[config.mk]
export PLATFORM = sky130hd
export DESIGN_NAME = reset_sequencer
export DESIGN_NICKNAME = d
export VERILOG_FILES = /design/src/rtl/reset_seq_pkg.sv /design/src/rtl/sync_2ff.sv /design/src/rtl/reset_sequencer.sv
export SDC_FILE = /design/constraint.sdc
export NUM_CORES = 1
export LEC_CHECK = 0
export ABC_AREA = 1
export CAP_MARGIN = 20
export CORE_ASPECT_RATIO = 0.9
export CORE_UTILIZATION = 57
export DETAILED_ROUTE_END_ITERATION = 7
export PLACE_DENSITY = 0.8
export SETUP_SLACK_MARGIN = 0.02
export SLEW_MARGIN = 20
export SYNTH_ARGS = -nofsm -noshare
export SYNTH_HDL_FRONTEND = slang
export SYNTH_SLANG_ARGS = --single-unit
[constraint.sdc]
create_clock -name clk_i -period 1.8 [get_ports clk_i]
set_clock_uncertainty 0.05 [all_clocks]
set_input_delay 0.27 -clock clk_i [delete_from_list [all_inputs] [get_ports clk_i]]
set_output_delay 0.27 -clock clk_i [all_outputs]
set_load 0.1 [all_outputs]
[src/rtl/reset_seq_pkg.sv]
// Shared types and constants for the staged reset sequencer.
package reset_seq_pkg;

  typedef enum logic [1:0] {
    HOLD    = 2'd0,
    STABLE  = 2'd1,
    RELEASE = 2'd2,
    DONE    = 2'd3
  } seq_state_e;

  localparam int unsigned DEF_NUM_STAGES    = 3;
  localparam int unsigned DEF_STABLE_CYCLES = 1024;
  localparam int unsigned DEF_STAGE_GAP     = 16;
  localparam int unsigned LOCK_CNT_W        = 16;

  // Counter width for a terminal count parameter, never below one bit.
  function automatic int unsigned cnt_width(input int unsigned v);
    return (v > 1) ? $clog2(v) : 1;
  endfunction

endpackage

[src/rtl/sync_2ff.sv]
// Generic single-bit two-flop synchronizer with a selectable reset value.
module sync_2ff #(
  parameter logic RST_VAL = 1'b0
) (
  input  logic clk_i,
  input  logic rst_i,
  input  logic d_i,
  output logic q_o
);

  logic meta_q;
  logic sync_q;

  always_ff @(posedge clk_i) begin
    if (rst_i) begin
      meta_q <= RST_VAL;
      sync_q <= RST_VAL;
    end else begin
      meta_q <= d_i;
      sync_q <= meta_q;
    end
  end

  assign q_o = sync_q;

endmodule

[src/rtl/reset_sequencer.sv]
// Debounces MMCM lock and releases staged module resets in order, counting lock-loss events.
module reset_sequencer
  import reset_seq_pkg::*;
#(
  parameter int unsigned NUM_STAGES    = DEF_NUM_STAGES,
  parameter int unsigned STABLE_CYCLES = DEF_STABLE_CYCLES,
  parameter int unsigned STAGE_GAP     = DEF_STAGE_GAP
) (
  input  logic                  clk_i,
  input  logic                  rst_i,
  input  logic                  reset_strobe_i,
  output logic [NUM_STAGES-1:0] stage_rst_o,
  output logic                  done_o,
  output logic [LOCK_CNT_W-1:0] lock_loss_cnt_o
);

  localparam int unsigned STABLE_W = cnt_width(STABLE_CYCLES);
  localparam int unsigned GAP_W    = cnt_width(STAGE_GAP);
  localparam int unsigned IDX_W    = cnt_width(NUM_STAGES);

  localparam logic [STABLE_W-1:0] STABLE_LAST = STABLE_W'(STABLE_CYCLES - 1);
  localparam logic [GAP_W-1:0]    GAP_LAST    = GAP_W'(STAGE_GAP - 1);
  localparam logic [IDX_W-1:0]    IDX_LAST    = IDX_W'(NUM_STAGES - 1);

  logic s;

  seq_state_e            state_q, state_d;
  logic [STABLE_W-1:0]   stable_cnt_q, stable_cnt_d;
  logic [GAP_W-1:0]      gap_cnt_q, gap_cnt_d;
  logic [IDX_W-1:0]      idx_q, idx_d;
  logic [NUM_STAGES-1:0] stage_rst_q, stage_rst_d;
  logic                  done_q, done_d;
  logic                  s_prev_q;
  logic [LOCK_CNT_W-1:0] lock_cnt_q, lock_cnt_d;

  // Strobe idles high through reset so power-up never looks like a new lock loss.
  sync_2ff #(
    .RST_VAL(1'b1)
  ) u_sync (
    .clk_i(clk_i),
    .rst_i(rst_i),
    .d_i  (reset_strobe_i),
    .q_o  (s)
  );

  always_ff @(posedge clk_i) begin
    if (rst_i) begin
      state_q      <= HOLD;
      stable_cnt_q <= '0;
      gap_cnt_q    <= '0;
      idx_q        <= '0;
      stage_rst_q  <= '1;
      done_q       <= 1'b0;
      s_prev_q     <= 1'b1;
      lock_cnt_q   <= '0;
    end else begin
      state_q      <= state_d;
      stable_cnt_q <= stable_cnt_d;
      gap_cnt_q    <= gap_cnt_d;
      idx_q        <= idx_d;
      stage_rst_q  <= stage_rst_d;
      done_q       <= done_d;
      s_prev_q     <= s;
      lock_cnt_q   <= lock_cnt_d;
    end
  end

  // Next-state, counters and registered output values.
  always_comb begin
    state_d      = state_q;
    stable_cnt_d = stable_cnt_q;
    gap_cnt_d    = gap_cnt_q;
    idx_d        = idx_q;
    stage_rst_d  = stage_rst_q;
    done_d       = done_q;

    if (s && (state_q != HOLD)) begin
      state_d      = HOLD;
      stable_cnt_d = '0;
      gap_cnt_d    = '0;
      idx_d        = '0;
      stage_rst_d  = '1;
      done_d       = 1'b0;
    end else begin
      unique case (state_q)
        HOLD: begin
          stage_rst_d  = '1;
          done_d       = 1'b0;
          stable_cnt_d = '0;
          gap_cnt_d    = '0;
          idx_d        = '0;
          if (!s) begin
            state_d = STABLE;
          end
        end
        STABLE: begin
          stage_rst_d = '1;
          done_d      = 1'b0;
          if (stable_cnt_q == STABLE_LAST) begin
            state_d      = RELEASE;
            stable_cnt_d = '0;
            idx_d        = '0;
            gap_cnt_d    = '0;
          end else begin
            stable_cnt_d = stable_cnt_q + STABLE_W'(1);
          end
        end
        RELEASE: begin
          for (int i = 0; i < int'(NUM_STAGES); i++) begin
            if (IDX_W'(i) == idx_q) stage_rst_d[i] = 1'b0;
          end
          if (idx_q == IDX_LAST) begin
            state_d = DONE;
          end else if (gap_cnt_q == GAP_LAST) begin
            idx_d     = idx_q + IDX_W'(1);
            gap_cnt_d = '0;
          end else begin
            gap_cnt_d = gap_cnt_q + GAP_W'(1);
          end
        end
        DONE: begin
          stage_rst_d = '0;
          done_d      = 1'b1;
        end
        default: begin
          state_d = HOLD;
        end
      endcase
    end
  end

  // Saturating count of synchronized strobe rising edges.
  always_comb begin
    lock_cnt_d = lock_cnt_q;
    if (s && !s_prev_q && (lock_cnt_q != '1)) begin
      lock_cnt_d = lock_cnt_q + LOCK_CNT_W'(1);
    end
  end

  assign stage_rst_o     = stage_rst_q;
  assign done_o          = done_q;
  assign lock_loss_cnt_o = lock_cnt_q;

endmodule

run_1/power_grid.png
Scale bar: 20 microns. Pins as bars on the die edge.
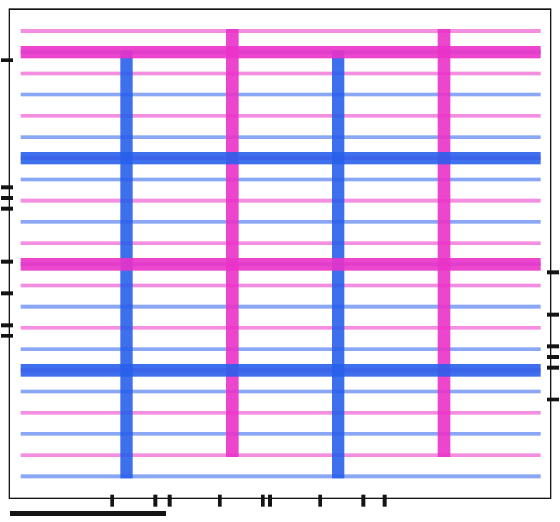
Key: magenta = VDD; blue = VSS
4 straps on met5. 23 signal pins sit on the boundary. 22 met1 rails follow the rows. 4 straps on met4.

run_1/placement_by_type.png
Scale bar: 20 microns.
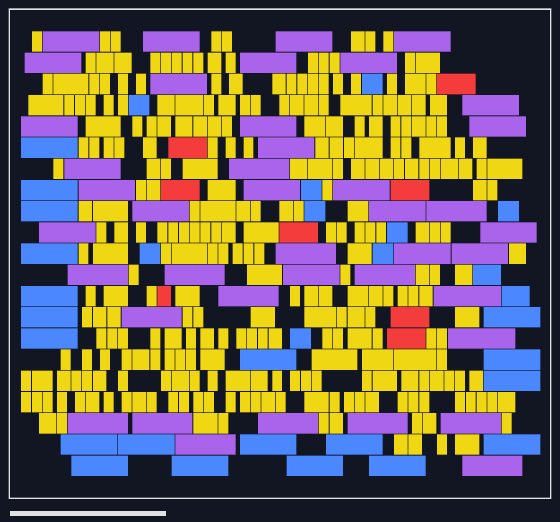
Key: blue = remaining buffers and delay cells [cells 31, share of their area 17%]; red = clock drivers and dummy loads [cells 8, share of their area 3.5%]; purple = sequential cells [cells 41, share of their area 29%]; yellow = combinational and other logic [cells 292, share of their area 51%]

==> impl_metrics.csv, run 1 <==
group,metric,value,unit
power,pg_seq,1.07,mW
clock_tree,cts.sinks,41,
clock_tree,tritoncts,"done",
synth,ys.flop_type,"dfxtp_1",
synth,syn_inst,339,
routing,dr.pass1.iters,5,
final_layout,buffers,31,
power,p_int,1.62,mW
synth,yosys_area,2320,sq um
synth,synth_nets,354,
clock_tree,holdBufCountCts,0,
power,power_top_consumer,"registers",
worst_hold_path,hold_class,"reg2reg",
clock_tree,clk_pin_slew_worst_paths,0.08,ns
final_layout,area.combinational,1330,sq um
grt,grt_max_degree,18,
synth,synthMostInstantiatedCell,"nand2_1",
routing,topRoutingLayerUsed,"met4",
grt,grt_overflow,0,
outcome,outcome,"finished clean",
die,nWellTaps,46,
grt,grt.total_usage,25.7,%
final_timing,relSlewSlack,72.9,%
critical_path,cp-endpoint,"gap_cnt_q[3]",
placement,portBuffers,22,
clock_tree,cts-root-buf,"clkbuf_8",
grt,grt_pass1_vias,2013,
synth,synth.logic.top_family,"simple AND/OR/NAND/NOR gates",
critical_path,cp_max_fo,9,
critical_path,cp_slowest_cell,"dfxtp_1",
final_timing,max_freq,601,MHz
final_layout,num-clock-buffers,7,
critical_path,cp_num_buf_inv,0,
power,comb_power,815,uW
final_timing,slew_violations,0,
synth,synth-edff-count,0,
synth,synth_seq_share,35.4,%
flow_run,drv_cap,0,
routing,wl_met1,2.65,mm
clock_tree,cts_buffers,5,
run_1/clk_routes.png
Scale bar: 20 microns.
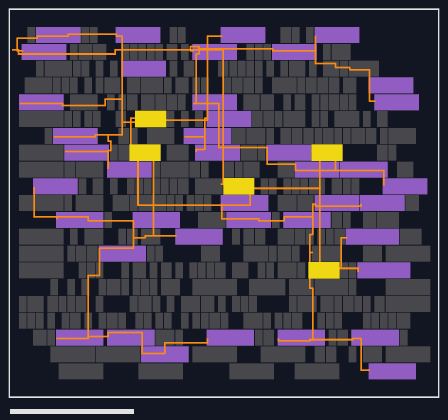
Key: yellow = clock drivers [count 5]; orange = clock wires [length 535 microns]; purple = flip-flops [count 41]
Position of the flops: spread over the die.

## run 1: flip-flops by register name, summed over array words and instances (netlist names)
| name | flops |
|---|---|
| done_o | 1 |
| stable_cnt_q | 10 |
| stage_rst_o | 3 |
| gap_cnt_q | 4 |
| state_q | 2 |
| s_prev_q | 1 |
| u_sync.q_o | 1 |
| lock_loss_cnt_o | 16 |
| idx_q | 2 |
| u_sync.meta_q | 1 |
## run 1: placed cells by master, fill, tap and decap left out, drive strengths merged, types with 3 or more instances in the layout
cell    count
o21ai      12
inv        37
nand4      12
or2         3
dfxtp      41
clkbuf      7
buf        29
nand3      22
nand2     103
nor2       48
a21oi      27
ha         12
xor2        6
==> inputs of run 2 (changes only) <==
- SKIP_LAST_GASP: unset -> 1
run_2/power_grid.png
Scale bar: 20 microns. Pins as bars on the die edge.
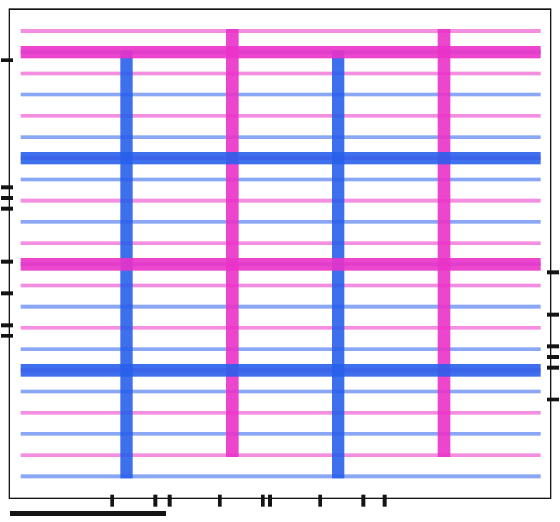
Key: magenta = VDD; blue = VSS
23 signal pins sit on the boundary. The core has 21 rows. 22 met1 rails follow the rows.

run_2/clk_routes.png
Scale bar: 20 microns.
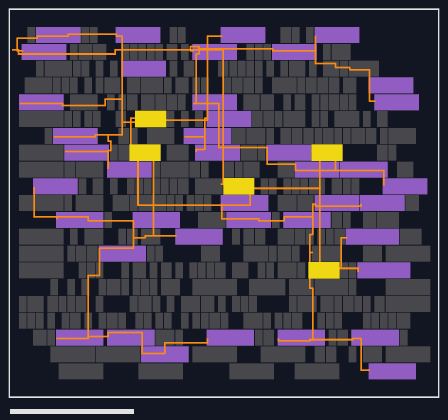
Key: orange = clock wires [length 535 microns]; yellow = clock drivers [count 5]; purple = flip-flops [count 41]
Position of the flops: spread over the die.

==> run 2 against run 1 <==
Effect of this change:
- die area is the same
- clock-buffer cell count unchanged
- final cell count unchanged
- register-to-register slack barely moved
- sequential share of layout area did not move
- worst hold slack is the same
- via count did not move
- synthesized cell count did not move
- sequential power barely moved
- setup slack stayed put
- first-iteration DRC count unchanged
- fmax did not move
- largest power group unchanged
==> impl_metrics.csv, run 2 <==
group,metric,value,unit
critical_path,critPathLaunch,"stable_cnt_q[0]",
synth,synth_nets,354,
synth,synth-edff-count,0,
routing,topRoutingLayerUsed,"met4",
grt,grt_max_degree,18,
final_layout,num-clock-buffers,7,
final_layout,final_cell_mix,"100 x nand2_1, 43 x nor2_1, 37 x inv_1, 24 x dfxtp_1, 22 x a21oi_1",
die,core.rowCount,21,
synth,syn_inst,339,
final_layout,buffers,31,
clock_tree,cts.sinks,41,
synth,ys.flop_type,"dfxtp_1",
synth,ys_warn_count,0,
die,core,3810,sq um
clock_tree,cts_buffers,5,
final_timing,setup_viol,0,
power,power_density,863,nW/um^2
routing,dr.pass1.iters,5,
final_layout,area.combinational,1330,sq um
synth,ys_async_sr_fraction,0,%
final_layout,final_layout_top_logic_cell,"nand2_1",
clock_tree,cts-root-buf,"clkbuf_8",
critical_path,cp_slowest_cell,"dfxtp_1",
critical_path,cp-endpoint,"gap_cnt_q[3]",
synth,yosys_area,2320,sq um
clock_tree,holdBufCountCts,0,
final_layout,largest_reg_flops,16,
final_layout,final_nets,386,
grt,grt_pass1_vias,2013,
worst_hold_path,hold_class,"reg2reg",
clock_tree,clk_pin_slew_worst_paths,0.08,ns
die,nWellTaps,46,
critical_path,cp_num_buf_inv,0,
placement,portBuffers,22,
final_timing,relSlewSlack,72.9,%
synth,synth_seq_share,35.4,%
flow_run,drv_cap,0,
clock_tree,tritoncts,"done",
placement,placed_area,2840,sq um
grt,grt_overflow,0,
worst_hold_path,min_from,"u_sync.meta_q",
synth,synthMostInstantiatedCell,"nand2_1",
placement,hpwl,3.70,mm
outcome,outcome,"finished clean",
routing,wl_met1,2.65,mm
final_timing,slew_violations,0,
final_timing,max_freq,601,MHz
-- run 2: cell counts in the layout (fill, tap and decap cells not counted) --
No cell type changed its count.
-- run 2: power breakdown --
| part | leakage, nW | internal [mW] | switching (mW) | total [mW] |
|---|---|---|---|---|
| logic | 0.805 | 0.286 | 0.530 | 0.815 |
| clock network | 0.0542 | 0.347 | 0.327 | 0.674 |
| registers | 0.341 | 0.986 | 0.0811 | 1.07 |
| total | 1.20 | 1.62 | 0.938 | 2.56 |
-- run 2: logic make-up (layout without fill, tap and decap cells) --
family          Yosys count  in the layout  share of synthesized area [%]
fa+ha+maj                12             12                           6.47
xor+xnor                  8              8                           3.02
simple gates            193            193                           36.8
buf+inv                  44             77                           7.87
compound gates           41             41                           10.5
flops                    41             41                           35.4
Power figures rest on the tool's default switching activity, not on a simulated workload.
